[src/rtl/systolic_pkg.sv]
// Shared types for the systolic array edge logic: collector FSM states,
// result element type and the counter-width helper.
package systolic_pkg;

    typedef enum logic [1:0] {
        IDLE    = 2'd0,
        COLLECT = 2'd1,
        DRAIN   = 2'd2
    } collector_state_t;

    localparam int ELEM_SIZE = 32;

    typedef logic [ELEM_SIZE-1:0] elem_t;

    // A counter that must be able to hold the value n (not just n-1).
    function automatic int cnt_width(input int n);
        return $clog2(n + 1);
    endfunction

endpackage

[src/rtl/result_collector_if.sv]
// Row-stream handshake between the result collector and its downstream consumer.
interface result_collector_if #(
    parameter int MATRIX_SIZE = 2,
    parameter int DATA_SIZE   = 32
) ();

    logic                              out_valid;
    logic                              out_ready;
    logic [MATRIX_SIZE*DATA_SIZE-1:0]  out_data;
    logic                              out_last;

    modport master (
        output out_valid,
        output out_data,
        output out_last,
        input  out_ready
    );

    modport slave (
        input  out_valid,
        input  out_data,
        input  out_last,
        output out_ready
    );

endinterface

[src/rtl/result_collector_col_buffer.sv]
// One column of the de-skew buffer: stores up to MATRIX_SIZE results in
// arrival order and flags writes that arrive after the column is full.
module col_buffer
    import systolic_pkg::*;
#(
    parameter int MATRIX_SIZE = 2,
    parameter int DATA_SIZE   = 32
) (
    input  logic                             clk,
    input  logic                             reset,
    input  logic                             clear,
    input  logic                             wr_en,
    input  logic [DATA_SIZE-1:0]             wr_data,
    output logic [MATRIX_SIZE*DATA_SIZE-1:0] entries,
    output logic                             fills,
    output logic                             overflow_hit
);

    localparam int              CNT_W = cnt_width(MATRIX_SIZE);
    localparam logic [CNT_W-1:0] DEPTH = CNT_W'(MATRIX_SIZE);

    logic [CNT_W-1:0]     cnt;
    logic [DATA_SIZE-1:0] mem [MATRIX_SIZE];
    logic                 full;
    logic                 accept;

    assign full         = (cnt == DEPTH);
    assign accept       = wr_en && !full;
    assign overflow_hit = wr_en && full;
    // Full now, or becomes full with this cycle's write.
    assign fills        = full || (accept && (cnt == DEPTH - 1'b1));

    always_ff @(posedge clk or negedge reset) begin
        if (!reset) begin
            cnt <= '0;
        end else if (clear) begin
            cnt <= '0;
        end else if (accept) begin
            cnt <= cnt + 1'b1;
        end
    end

    // Data storage carries no reset; contents are only read after a full collect.
    always_ff @(posedge clk) begin
        for (int i = 0; i < MATRIX_SIZE; i++) begin
            if (accept && (cnt == CNT_W'(i))) begin
                mem[i] <= wr_data;
            end
        end
    end

    always_comb begin
        entries = '0;
        for (int i = 0; i < MATRIX_SIZE; i++) begin
            entries[i*DATA_SIZE +: DATA_SIZE] = mem[i];
        end
    end

endmodule

[src/rtl/result_collector.sv]
// Collects skewed column results from the systolic array, de-skews them and
// streams the matrix out row by row. Optional watchdog: COLLECT_TIMEOUT_EN.
module result_collector
    import systolic_pkg::*;
#(
    parameter int MATRIX_SIZE    = 2,
    parameter int DATA_SIZE      = 32,
    parameter int TIMEOUT_CYCLES = 64
) (
    input  logic                             clk,
    input  logic                             reset,
    input  logic                             start,
    input  logic [MATRIX_SIZE-1:0]           col_valid,
    input  logic [MATRIX_SIZE*DATA_SIZE-1:0] col_data,
    result_collector_if.master               rows,
    output logic                             busy,
    output logic                             done,
    output logic                             overflow,
    output logic                             timeout
);

    localparam int               ROW_W    = MATRIX_SIZE * DATA_SIZE;
    localparam int               CNT_W    = cnt_width(MATRIX_SIZE);
    localparam logic [CNT_W-1:0] LAST_ROW = CNT_W'(MATRIX_SIZE - 1);

    collector_state_t        state;
    logic [CNT_W-1:0]        row_ptr;
    logic [CNT_W-1:0]        next_row;
    logic                    row_valid;
    logic                    row_last;
    logic                    clear;
    logic [MATRIX_SIZE-1:0]  wr_en;
    logic [MATRIX_SIZE-1:0]  col_fills;
    logic [MATRIX_SIZE-1:0]  col_ovf;
    logic [ROW_W-1:0]        col_entries [MATRIX_SIZE];
    logic [ROW_W-1:0]        row_data;
    logic                    all_full;
    logic                    any_ovf;

    assign clear    = (state == IDLE) && start;
    assign all_full = &col_fills;
    assign any_ovf  = |col_ovf;
    assign next_row = row_ptr + 1'b1;
    assign busy     = (state != IDLE);

    for (genvar j = 0; j < MATRIX_SIZE; j++) begin : g_col
        assign wr_en[j] = (state == COLLECT) && col_valid[j];

        col_buffer #(
            .MATRIX_SIZE (MATRIX_SIZE),
            .DATA_SIZE   (DATA_SIZE)
        ) u_col (
            .clk          (clk),
            .reset        (reset),
            .clear        (clear),
            .wr_en        (wr_en[j]),
            .wr_data      (col_data[j*DATA_SIZE +: DATA_SIZE]),
            .entries      (col_entries[j]),
            .fills        (col_fills[j]),
            .overflow_hit (col_ovf[j])
        );
    end

    // Row mux: element j of row r is entry r of column j.
    always_comb begin
        row_data = '0;
        for (int r = 0; r < MATRIX_SIZE; r++) begin
            if (row_ptr == CNT_W'(r)) begin
                for (int j = 0; j < MATRIX_SIZE; j++) begin
                    row_data[j*DATA_SIZE +: DATA_SIZE] = col_entries[j][r*DATA_SIZE +: DATA_SIZE];
                end
            end
        end
    end

    assign rows.out_valid = row_valid;
    assign rows.out_last  = row_last;
    assign rows.out_data  = row_valid ? row_data : '0;

`ifdef COLLECT_TIMEOUT_EN
    localparam int WD_W = $clog2(TIMEOUT_CYCLES + 1);

    logic [WD_W-1:0] wdog;
    logic            wdog_expire;
    logic            timeout_flag;

    // Expires on the TIMEOUT_CYCLES-th cycle spent in COLLECT.
    assign wdog_expire = (wdog == WD_W'(TIMEOUT_CYCLES - 1));
    assign timeout     = timeout_flag;
`else
    logic unused_timeout_cfg;

    assign unused_timeout_cfg = (TIMEOUT_CYCLES > 0);
    assign timeout            = 1'b0;
`endif

    always_ff @(posedge clk or negedge reset) begin
        if (!reset) begin
            state     <= IDLE;
            row_ptr   <= '0;
            row_valid <= 1'b0;
            row_last  <= 1'b0;
            done      <= 1'b0;
            overflow  <= 1'b0;
`ifdef COLLECT_TIMEOUT_EN
            wdog         <= '0;
            timeout_flag <= 1'b0;
`endif
        end else begin
            done <= 1'b0;
            unique case (state)
                IDLE: begin
                    if (start) begin
                        state    <= COLLECT;
                        row_ptr  <= '0;
                        overflow <= 1'b0;
`ifdef COLLECT_TIMEOUT_EN
                        wdog         <= '0;
                        timeout_flag <= 1'b0;
`endif
                    end
                end
                COLLECT: begin
                    if (any_ovf) begin
                        overflow <= 1'b1;
                    end
                    if (all_full) begin
                        state     <= DRAIN;
                        row_valid <= 1'b1;
                        row_last  <= (row_ptr == LAST_ROW);
                    end
`ifdef COLLECT_TIMEOUT_EN
                    else if (wdog_expire) begin
                        state        <= IDLE;
                        timeout_flag <= 1'b1;
                    end else begin
                        wdog <= wdog + 1'b1;
                    end
`endif
                end
                DRAIN: begin
                    if (rows.out_ready) begin
                        row_ptr <= next_row;
                        if (row_last) begin
                            state     <= IDLE;
                            row_valid <= 1'b0;
                            row_last  <= 1'b0;
                            done      <= 1'b1;
                        end else begin
                            row_last <= (next_row == LAST_ROW);
                        end
                    end
                end
                default: begin
                    state <= IDLE;
                end
            endcase
        end
    end

endmodule

[src/flat_wrapper.sv]
// flat-port wrapper written by rule: the top's interface ports become plain ports
module result_collector_flat import systolic_pkg::*;
#(
    parameter int MATRIX_SIZE    = 2,
    parameter int DATA_SIZE      = 32,
    parameter int TIMEOUT_CYCLES = 64
)
  (clk, reset, start, col_valid, col_data, busy, done, overflow, timeout, rows_out_valid, rows_out_data, rows_out_last, rows_out_ready);
  result_collector_if #(.MATRIX_SIZE(MATRIX_SIZE), .DATA_SIZE(DATA_SIZE)) rows_i ();
  input  logic clk;
  input  logic reset;
  input  logic start;
  input  logic [MATRIX_SIZE-1:0] col_valid;
  input  logic [MATRIX_SIZE*DATA_SIZE-1:0] col_data;
  output logic busy;
  output logic done;
  output logic overflow;
  output logic timeout;
  output wire logic [$bits(rows_i.out_valid)-1:0] rows_out_valid;
  output wire logic [$bits(rows_i.out_data)-1:0] rows_out_data;
  output wire logic [$bits(rows_i.out_last)-1:0] rows_out_last;
  input wire logic [$bits(rows_i.out_ready)-1:0] rows_out_ready;
  assign rows_out_valid = rows_i.out_valid;
  assign rows_out_data = rows_i.out_data;
  assign rows_out_last = rows_i.out_last;
  assign rows_i.out_ready = rows_out_ready;
  result_collector #(.MATRIX_SIZE(MATRIX_SIZE), .DATA_SIZE(DATA_SIZE), .TIMEOUT_CYCLES(TIMEOUT_CYCLES)) u_core (.clk(clk), .reset(reset), .start(start), .col_valid(col_valid), .col_data(col_data), .rows(rows_i), .busy(busy), .done(done), .overflow(overflow), .timeout(timeout));
endmodule
[config.mk]
export PLATFORM = sky130hd
export DESIGN_NAME = result_collector_flat
export DESIGN_NICKNAME = d
export VERILOG_FILES = /design/src/rtl/systolic_pkg.sv /design/src/rtl/result_collector_if.sv /design/src/rtl/result_collector_col_buffer.sv /design/src/rtl/result_collector.sv /design/src/flat_wrapper.sv
export SDC_FILE = /design/constraint.sdc
export NUM_CORES = 1
export LEC_CHECK = 0
export ABC_AREA = 1
export CELL_PAD_IN_SITES_DETAIL_PLACEMENT = 1
export CELL_PAD_IN_SITES_GLOBAL_PLACEMENT = 2
export CORE_ASPECT_RATIO = 2
export CORE_MARGIN = 4
export CORE_UTILIZATION = 32
export CTS_BUF_LIST = sky130_fd_sc_hd__clkbuf_8 sky130_fd_sc_hd__clkbuf_16
export CTS_CLUSTER_SIZE = 40
export DETAILED_ROUTE_END_ITERATION = 6
export PLACE_DENSITY_LB_ADDON = 0.15
export SLEW_MARGIN = 20
export SYNTH_ARGS = -nofsm -noshare
export SYNTH_HDL_FRONTEND = slang
export SYNTH_SLANG_ARGS = --single-unit
[constraint.sdc]
create_clock -name clk -period 2.9 [get_ports clk]
set_clock_uncertainty 0.05 [all_clocks]
set_input_delay 0.58 -clock clk [delete_from_list [all_inputs] [get_ports clk]]
set_output_delay 0.58 -clock clk [all_outputs]
set_load 0.02 [all_outputs]
Run 1, the metal 1 layer:
Cells faint in the background.
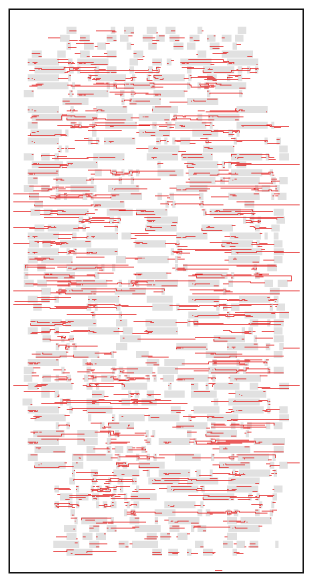
share of all routed wire = 36%
nets with wire on the layer = 564

Run 1, met2 routing:
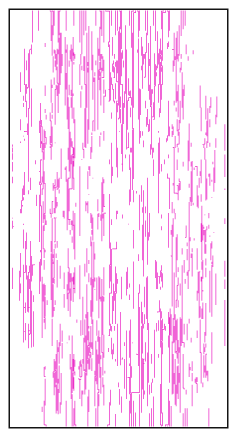
main direction = vertical
longest straight run = 47.9 um
share of all routed wire = 57%
wire length on this layer = 8100 um
nets with wire on the layer = 580

Run 1, signal wires on met3:
Cells faint in the background.
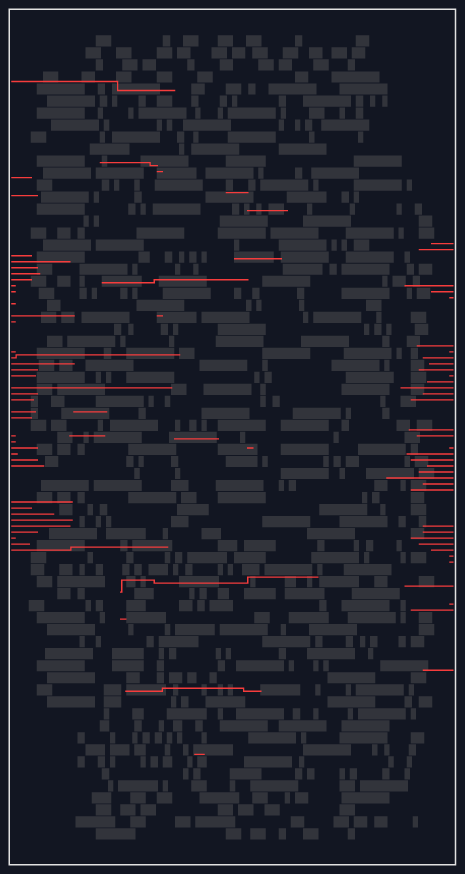
nets with wire on the layer = 77
wire length on this layer = 764 um
main direction = horizontal

==> flow_metrics.env, run 1 <==
# yosys + openroad results
export IMPL_simple_gate_area_frac=0.1227
export IMPL_cts_hold_buf=0
export IMPL_crit_start="u_core.row_ptr[0]$_DFFE_PN0P_"
export IMPL_grt_max_degree=66
export IMPL_finalClockPeriodUsage=0.9533
export IMPL_r2r_setup_slack_ps=1090
export IMPL_final_cells=798
export IMPL_tns_ps=0
export IMPL_route_met2_wl_um=8104
export IMPL_crit_family="buffers and inverters"
export IMPL_drt_iter0_drc=116
export IMPL_aoi_share=0.07104
export IMPL_grt_ovfl_total=0
export IMPL_p_per_area_nw_per_um2=1191
export IMPL_vias=3771
export IMPL_insertion_delay_ps=410
export IMPL_drc=0
export IMPL_seqCellArea_um2=4144
export IMPL_clockBufferDepth=2
export IMPL_grt_pass1_wl_um=22650
export IMPL_max_cap_violations=0
export IMPL_postCtsSetupRepairBufs=0
export IMPL_crit_path_end_kind="output port"
export IMPL_first_pass_iters=4
export IMPL_place_gp_congestion=0.7347
export IMPL_finalSetupViolCount=0
export IMPL_status="complete, no violations"
export IMPL_insertedDiodeCount=0
export IMPL_hold_violations=0
export IMPL_post_drt_wl_per_cell_um=17.84
export IMPL_ff2ff_path_depth=5
export IMPL_min_period_ps=2765
export IMPL_die_w_um=100.7
export IMPL_start_kind="flip-flop"
export IMPL_highest_layer="met4"
export IMPL_yosys_area_share_adder=0.02049
export IMPL_fp_util=0.3261
export IMPL_ys_cells=435
export IMPL_worstSetupPathType="reg2out"
export IMPL_required_ps=2270
export IMPL_ioPinCount=140
export IMPL_met3_length_um=763
export IMPL_grt_pass1_vias=4260
export IMPL_layout_nets=659
export IMPL_avgViaCountPerCell=4.726
export IMPL_cts_made_buffers=17
export IMPL_h_tree_depth=4
export IMPL_io_buffers=138
export IMPL_ant_nets=0
export IMPL_timing_rr_end="u_core.g_col[0].u_col.mem[0][56]$_DFFE_PP_"
export IMPL_yosys_area_um2=5495
export IMPL_drv_slew=0
export IMPL_yosys_register_bits=140
export IMPL_coreArea_um2=16850
export IMPL_syn_area_um2=5495
export IMPL_fmax_ghz=0.3617
export IMPL_warnings=32
export IMPL_ys_sh_mux=0
export IMPL_cts_tree="yes"
export IMPL_crit_top_cell="inv_1"
export IMPL_min_path_type="reg2reg"
export IMPL_hpwl_um=9615
export IMPL_ys_types=20
export IMPL_critPathMaxStageDelay_ps=410
export IMPL_synth_warnings=0
export IMPL_ir_drop_mv=0.4642
export IMPL_grt_antenna_before_repair=0
export IMPL_rsz0062_at_grt="no"
export IMPL_ys_sh_xor=0
export IMPL_dieArea_um2=19460
export IMPL_wirelength_um=14230
export IMPL_syn_inst=435
export IMPL_cp_num_buf_inv=4
export IMPL_synth_seq_share=0.7541
export IMPL_logic_area_um2=1214
export IMPL_worstPathArrival_ps=2130
export IMPL_slew_limit_headroom=0.6057
export IMPL_synth_area_per_cell_um2=12.63
export IMPL_cts_root_buf="clkbuf_16"
export IMPL_drive_above_1_share=0.1066
export IMPL_grtUsageTotal=0.1538
export IMPL_syn2layout_area_growth_pct=38.98
export IMPL_path_cells="inv_1 -> ha_1 -> inv_1 -> nor2_4 -> buf_12 -> nand2_1 -> a21oi_1 -> dlygate4sd2_1"
export IMPL_crit_cells=8
export IMPL_synthesis_nets=514
export IMPL_cts_sinks=140
export IMPL_crit_fanout=31
export IMPL_drt_met1_wl_um=5136
export IMPL_rows=67
export IMPL_fillerInstances=1785
export IMPL_dp_cells=768
export IMPL_crit_end="rows_out_data[47]"
export IMPL_tightest_slew_ps=589.7
export IMPL_leakage_nw=2.896
export IMPL_clk_pin_slew_ps=50
export IMPL_critPathSlowestCell="dfrtp_1"
export IMPL_top_logic_kind="simple AND/OR/NAND/NOR gates"
export IMPL_r2r_start="u_core.state[0]$_DFFE_PN0P_"
export IMPL_die_y_um=193.3
run 1: cell usage after synthesis (all sizes together):
library cell / n / share of area
nor2: 10 / 0.0091
buf: 15 / 0.015
nand2: 145 / 0.10
clkbuf: 6 / 0.0041
ha: 9 / 0.020
dfrtp: 12 / 0.055
conb: 1 / 0.00068
nand3: 14 / 0.013
a21oi: 66 / 0.060
inv: 18 / 0.012
o211ai: 1 / 0.0014
o21bai: 1 / 0.0014
edfxtp: 128 / 0.70
o21ai: 9 / 0.0082
run 1: how the worst min path moves through the flow:
stage	start	to	slack, ps	cells after the start
after floorplan	reset	u_core.done$_DFF_PN0_	230	0
after global placement	u_core.row_ptr[0]$_DFFE_PN0P_	u_core.row_ptr[0]$_DFFE_PN0P_	460	1
after detailed placement	u_core.overflow$_DFFE_PN0P_	u_core.overflow$_DFFE_PN0P_	470	2
after CTS	u_core.overflow$_DFFE_PN0P_	u_core.overflow$_DFFE_PN0P_	480	2
after global routing	u_core.overflow$_DFFE_PN0P_	u_core.overflow$_DFFE_PN0P_	510	2
final	u_core.overflow$_DFFE_PN0P_	u_core.overflow$_DFFE_PN0P_	480	2
run 1: layout by cell type (no fill, tap or decap), types with 2 or more instances in the layout:
cell type,count
nor2_1,3
o21ai_1,2
nand2_2,4
nand2_1,141
clkdlybuf4s50_1,74
inv_1,17
nand3_1,14
dlygate4sd2_1,47
a21oi_1,66
clkinvlp_4,2
inv_2,2
buf_12,8
clkinv_2,4
clkbuf_16,17
clkdlybuf4s15_1,4
o21ai_0,7
edfxtp_1,128
ha_1,8
inv_6,2
nor2_4,5
clkbuf_2,13
clkinv_1,2
nor2_2,2
dfrtp_1,12
run 1: tightest hold or removal path, stage by stage, from the launching register on:
cell and delay [ps]:
dfrtp_1 350, nand2_1 60, o211ai_1 80
run 1: final cells by class:
type,instances,area share
clock buffers,17,0.05570
flip-flops and latches,140,0.5426
repair buffers,147,0.1866
well taps,207,0.03391
inverters,18,0.008847
clock inverters,13,0.01343
multi-input cells,256,0.1589
run 1: through the flow:
stage,total power [mW],worst slack [ps],hold slack [ps],utilization,cell area (um^2)
6_report,9.093,135.4,475.9,0.4533,7637
2_1_floorplan,5.438,256.5,234.4,-,5495
5_1_grt,9.739,4.803,506.8,0.4533,7637
3_3_place_gp,7.829,252.9,463.3,0.4293,7233
4_1_cts,9.353,24.81,483.5,0.4559,7681
3_5_place_dp,7.899,182.4,468.0,0.4293,7233
run 1: power breakdown:
group	internal (mW)	leakage, nW	switching [mW]
clock	1.16	0.261	0.807
combinational	1.51	1.32	2.85
sequential	2.65	1.32	0.119
run 1: routing by layer:
layer / global-route usage / vias to the layer above
met5: 0 / -
met4: 0.05697 / 0
met3: 0.04037 / 15
met2: 0.2886 / 96
met1: 0.1576 / 1866
li1: - / 1794
run 1: state kept, by name (all words and copies together), names as in the netlist:
name / count
u_core.rows.out_last: 1
u_core.rows.out_valid: 1
u_core.done: 1
u_core.g_col.u_col.mem: 128
u_core.g_col.u_col.cnt: 4
u_core.overflow: 1
u_core.row_ptr: 2
u_core.state: 2
run 1: repair_timing:
action,CTS,global route
gates resized,64,30
setup endpoints to repair,64,17
hold endpoints to repair,0,0
==> run 2: changes to the inputs <==
--- a/config.mk
+++ b/config.mk
@@ -6,6 +6,7 @@
 export NUM_CORES = 1
 export LEC_CHECK = 0
 export ABC_AREA = 1
+export ABC_CLOCK_PERIOD_IN_PS = 2600
 export CELL_PAD_IN_SITES_DETAIL_PLACEMENT = 1
 export CELL_PAD_IN_SITES_GLOBAL_PLACEMENT = 2
 export CORE_ASPECT_RATIO = 2
==> constraint.sdc (replaced) <==
create_clock -name clk -period 2.6 [get_ports clk]
set_clock_uncertainty 0.05 [all_clocks]
set_input_delay 0.52 -clock clk [delete_from_list [all_inputs] [get_ports clk]]
set_output_delay 0.52 -clock clk [all_outputs]
set_load 0.02 [all_outputs]
Run 2, routing congestion map:
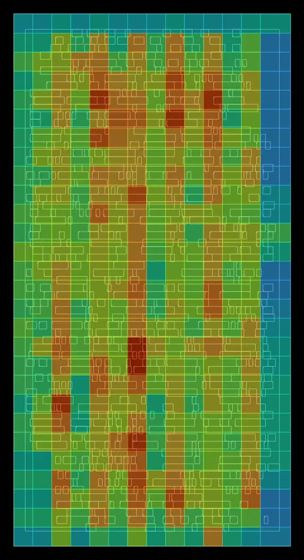
busiest layer in global routing: met2
Core Util, Final: 0.4769
Tot GR Track Use: 0.1570
WL/cell: 18.42 um
met1 Use GR: 0.1546

Run 2, signal wires on met3:
Cells faint in the background.
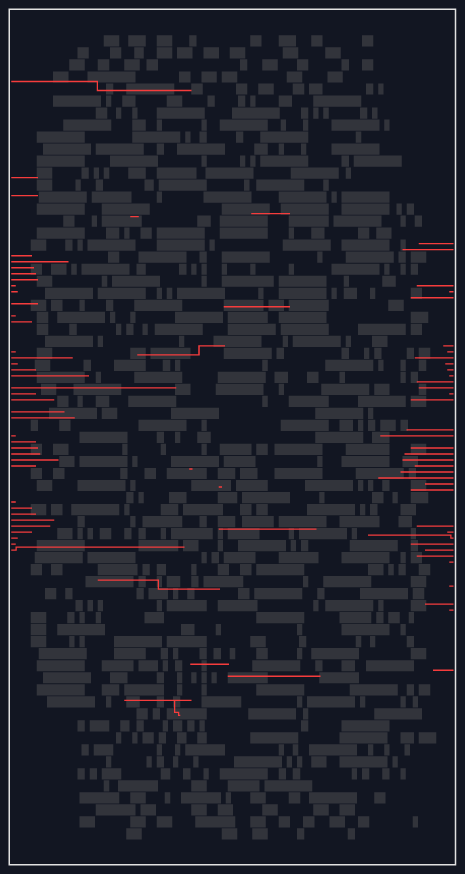
main direction = horizontal
wire length on this layer = 723 um
longest straight run = 38.0 um
nets with wire on the layer = 75
share of all routed wire = 4.8%

Run 2, M4 wires:
The bar under the picture is 20 um long. Cells faint in the background.
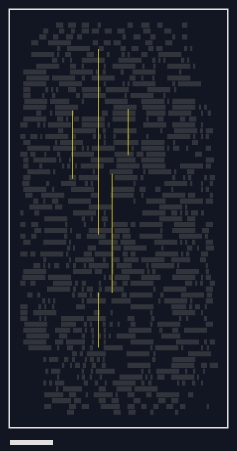
main direction = vertical
wire length on this layer = 218 um
nets with wire on the layer = 2
share of all routed wire = 1.5%
longest straight run = 85.7 um

==> run 2 against run 1 <==
Critical path depth increased by 1. Count of clock-buffer cells in the layout unchanged. Synthesized cell count unchanged. Critical endpoint is now rows_out_data[18]. Sequential power increased by 12%. Worst setup slack got worse by 120 ps. Via count increased by 2.1%. Combinational power increased by about 40%. Die size unchanged. Clock power increased by 27%. Sequential share of layout area decreased by 2.7 points.
==> flow_metrics.env, run 2 <==
# yosys + openroad results
export IMPL_status="complete, no violations"
export IMPL_final_cell_mix="nand2_1 (138), edfxtp_1 (128), clkdlybuf4s50_1 (74)"
export IMPL_hold_violations=0
export IMPL_synth_area_per_cell_um2=12.63
export IMPL_synth_warnings=0
export IMPL_insertion_delay_ps=410
export IMPL_cts_root_buf="clkbuf_16"
export IMPL_ff_type="edfxtp_1"
export IMPL_yosys_area_top_type_share=0.6995
export IMPL_io_buffers=138
export IMPL_ys_sh_xor=0
export IMPL_min_path_type="in2async"
export IMPL_min_period_ps=2585
export IMPL_yosys_register_bits=140
export IMPL_start_kind="flip-flop"
export IMPL_r2r_start="u_core.g_col[0].u_col.cnt[0]$_DFFE_PN0P_"
export IMPL_insertedDiodeCount=0
export IMPL_synthesis_nets=514
export IMPL_largest_register_ffs=128
export IMPL_clk_pin_slew_ps=60
export IMPL_ioPinCount=140
export IMPL_fmax_ghz=0.3868
export IMPL_ir_drop_mv=0.8183
export IMPL_lay_top_count="nand2_1"
export IMPL_drv_slew=0
export IMPL_finalInstanceArea_um2=8036
export IMPL_slew_limit_headroom=0.6162
export IMPL_die_w_um=100.7
export IMPL_synth_seq_share=0.7541
export IMPL_aoi_share=0.07104
export IMPL_critPathSlowestCell="dfrtp_2"
export IMPL_topCellsByArea="edfxtp_1 (70%), nand2_1 (9.6%), a21oi_1 (6.0%)"
export IMPL_wirelength_um=15090
export IMPL_largest_register="u_core.g_col.u_col.mem"
export IMPL_layout_nets=679
export IMPL_ys_types=20
export IMPL_ff2ff_path_depth=6
export IMPL_max_cap_violations=0
export IMPL_p_per_area_nw_per_um2=1452
export IMPL_timing_rr_end="u_core.g_col[0].u_col.mem[0][27]$_DFFE_PP_"
export IMPL_dieArea_um2=19460
export IMPL_worstSetupPathType="reg2out"
export IMPL_async_flop_share=0.08571
export IMPL_cp_num_buf_inv=5
export IMPL_yosys_area_um2=5495
export IMPL_first_pass_iters=4
export IMPL_placed_area_um2=7311
export IMPL_hpwl_um=9792
export IMPL_warnings=35
export IMPL_crit_top_cell="buf_4"
export IMPL_path_cells="buf_6 -> ha_4 -> nor2_4 -> buf_4 -> buf_12 -> buf_16 -> nand2_1 -> a21oi_1 -> buf_4"
export IMPL_fillerInstances=1753
export IMPL_drc=0
export IMPL_die_y_um=193.3
export IMPL_grt_pass1_vias=4335
export IMPL_rsz0062_at_grt="yes"
export IMPL_leakage_nw=3.074
export IMPL_fp_util=0.3261
export IMPL_grt_pass1_wl_um=22990
export IMPL_ys_cells=435
export IMPL_drive_above_1_share=0.2598
export IMPL_finalClockPeriodUsage=0.9943
export IMPL_top_logic_kind="simple AND/OR/NAND/NOR gates"
export IMPL_syn_inst=435
export IMPL_syn2layout_area_growth_pct=46.24
export IMPL_cts_tree="yes"
export IMPL_required_ps=2030
export IMPL_yosys_area_share_adder=0.02049
export IMPL_rows=67
export IMPL_grt_antenna_before_repair=0
export IMPL_power_mw=11.67
export IMPL_simple_gate_area_frac=0.1227
export IMPL_avgViaCountPerCell=4.700
export IMPL_critPathMaxStageDelay_ps=420
export IMPL_vias=3849
export IMPL_syn_area_um2=5495
export IMPL_finalSetupViolCount=0
export IMPL_cts_sinks=140
export IMPL_common_cells="nand2_1 (141), edfxtp_1 (128), a21oi_1 (66), inv_1 (17), nand3_1 (14)"
export IMPL_yosys_area_top_type="edfxtp_1"
export IMPL_cts_made_buffers=17
export IMPL_r2r_setup_slack_ps=790
export IMPL_worstPathArrival_ps=2020
export IMPL_grt_max_degree=66
export IMPL_synth_edff_count=128
export IMPL_coreArea_um2=16850
export IMPL_clockBufferDepth=2
export IMPL_drt_iter0_drc=102
export IMPL_h_tree_depth=4
export IMPL_tightest_slew_ps=573.9
export IMPL_crit_path_end_kind="output port"
export IMPL_reg_largest_list="u_core.g_col.u_col.mem x128, u_core.g_col.u_col.cnt x4"
export IMPL_ant_nets=0
export IMPL_place_gp_congestion=0.7216
export IMPL_crit_family="buffers and inverters"
export IMPL_ys_sh_mux=0
export IMPL_grt_ovfl_total=0
export IMPL_top_cell="nand2_1"
export IMPL_crit_fanout=19
==> run 2: worst max path at each step <==
stage,from,cells after the start,endpoint
after floorplan,u_core.g_col[1].u_col.cnt[0]$_DFFE_PN0P_,5,u_core.g_col[1].u_col.mem[0][0]$_DFFE_PP_
after global placement,u_core.row_ptr[0]$_DFFE_PN0P_,8,rows_out_data[58]
after detailed placement,u_core.row_ptr[1]$_DFFE_PN0P_,7,rows_out_data[23]
after CTS,u_core.row_ptr[1]$_DFFE_PN0P_,7,rows_out_data[23]
after global routing,u_core.row_ptr[0]$_DFFE_PN0P_,9,rows_out_data[45]
final,u_core.row_ptr[0]$_DFFE_PN0P_,9,rows_out_data[18]
==> run 2: per-layer routing <==
layer	global-route usage	vias to the layer above	part of all wire
met3	0.04831	13	0.048
met1	0.1546	1907	0.36
met5	0	-	0
met4	0.04748	0	0.014
met2	0.3013	90	0.58
li1	-	1839	-
==> run 2: logic make-up (layout without fill, tap and decap cells) <==
kind of cell | after synthesis | count (layout)
AND-OR/OR-AND | 77 | 77
adder cells (fa/ha/maj) | 9 | 9
buffers and inverters | 39 | 216
flip-flops | 140 | 140
other | 1 | 1
AND/OR/NAND/NOR | 169 | 169
==> run 2: stage by stage <==
step | util | cells | setup TNS (ps) | hold slack (ps) | setup slack, ps
floorplan | - | 435 | -4728 | 174.4 | -43.46
global placement | 0.4339 | 775 | -4.875 | 464.3 | -4.875
detailed placement | 0.4339 | 775 | -275.0 | 476.2 | -56.28
CTS | 0.4671 | 809 | -2374 | 434.2 | -134.6
global route | 0.4769 | 819 | -2517 | 464.1 | -100.4
finish | 0.4769 | 819 | 0 | 422.9 | 14.88
==> run 2: area by class of cell <==
type / count / area [um^2] / share of cell area
Sequential cell: 140 / 4145 / 0.5158
Timing Repair Buffer: 167 / 1650 / 0.2054
Multi-Input combinational cell: 256 / 1308 / 0.1627
Clock buffer: 17 / 425.4 / 0.05293
Tap cell: 207 / 259.0 / 0.03223
Clock inverter: 14 / 181.4 / 0.02258
Inverter: 18 / 67.56 / 0.008407
==> run 2: power breakdown <==
| part | internal [mW] | switching, mW |
|---|---|---|
| sequential | 2.95 | 0.136 |
| clock | 1.59 | 0.895 |
| combinational | 2.59 | 3.50 |
==> run 2: timing repair <==
item / 4_1_cts / 5_1_grt
gates resized: 240 / 94
endpoints found under the setup margin: 64 / 64
hold buffers: 0 / 0
setup buffers: 1 / 8
pin swaps: 0 / 4
cloned: 2 / 2
No activity file was given, so power comes from the tool's default toggle rates.
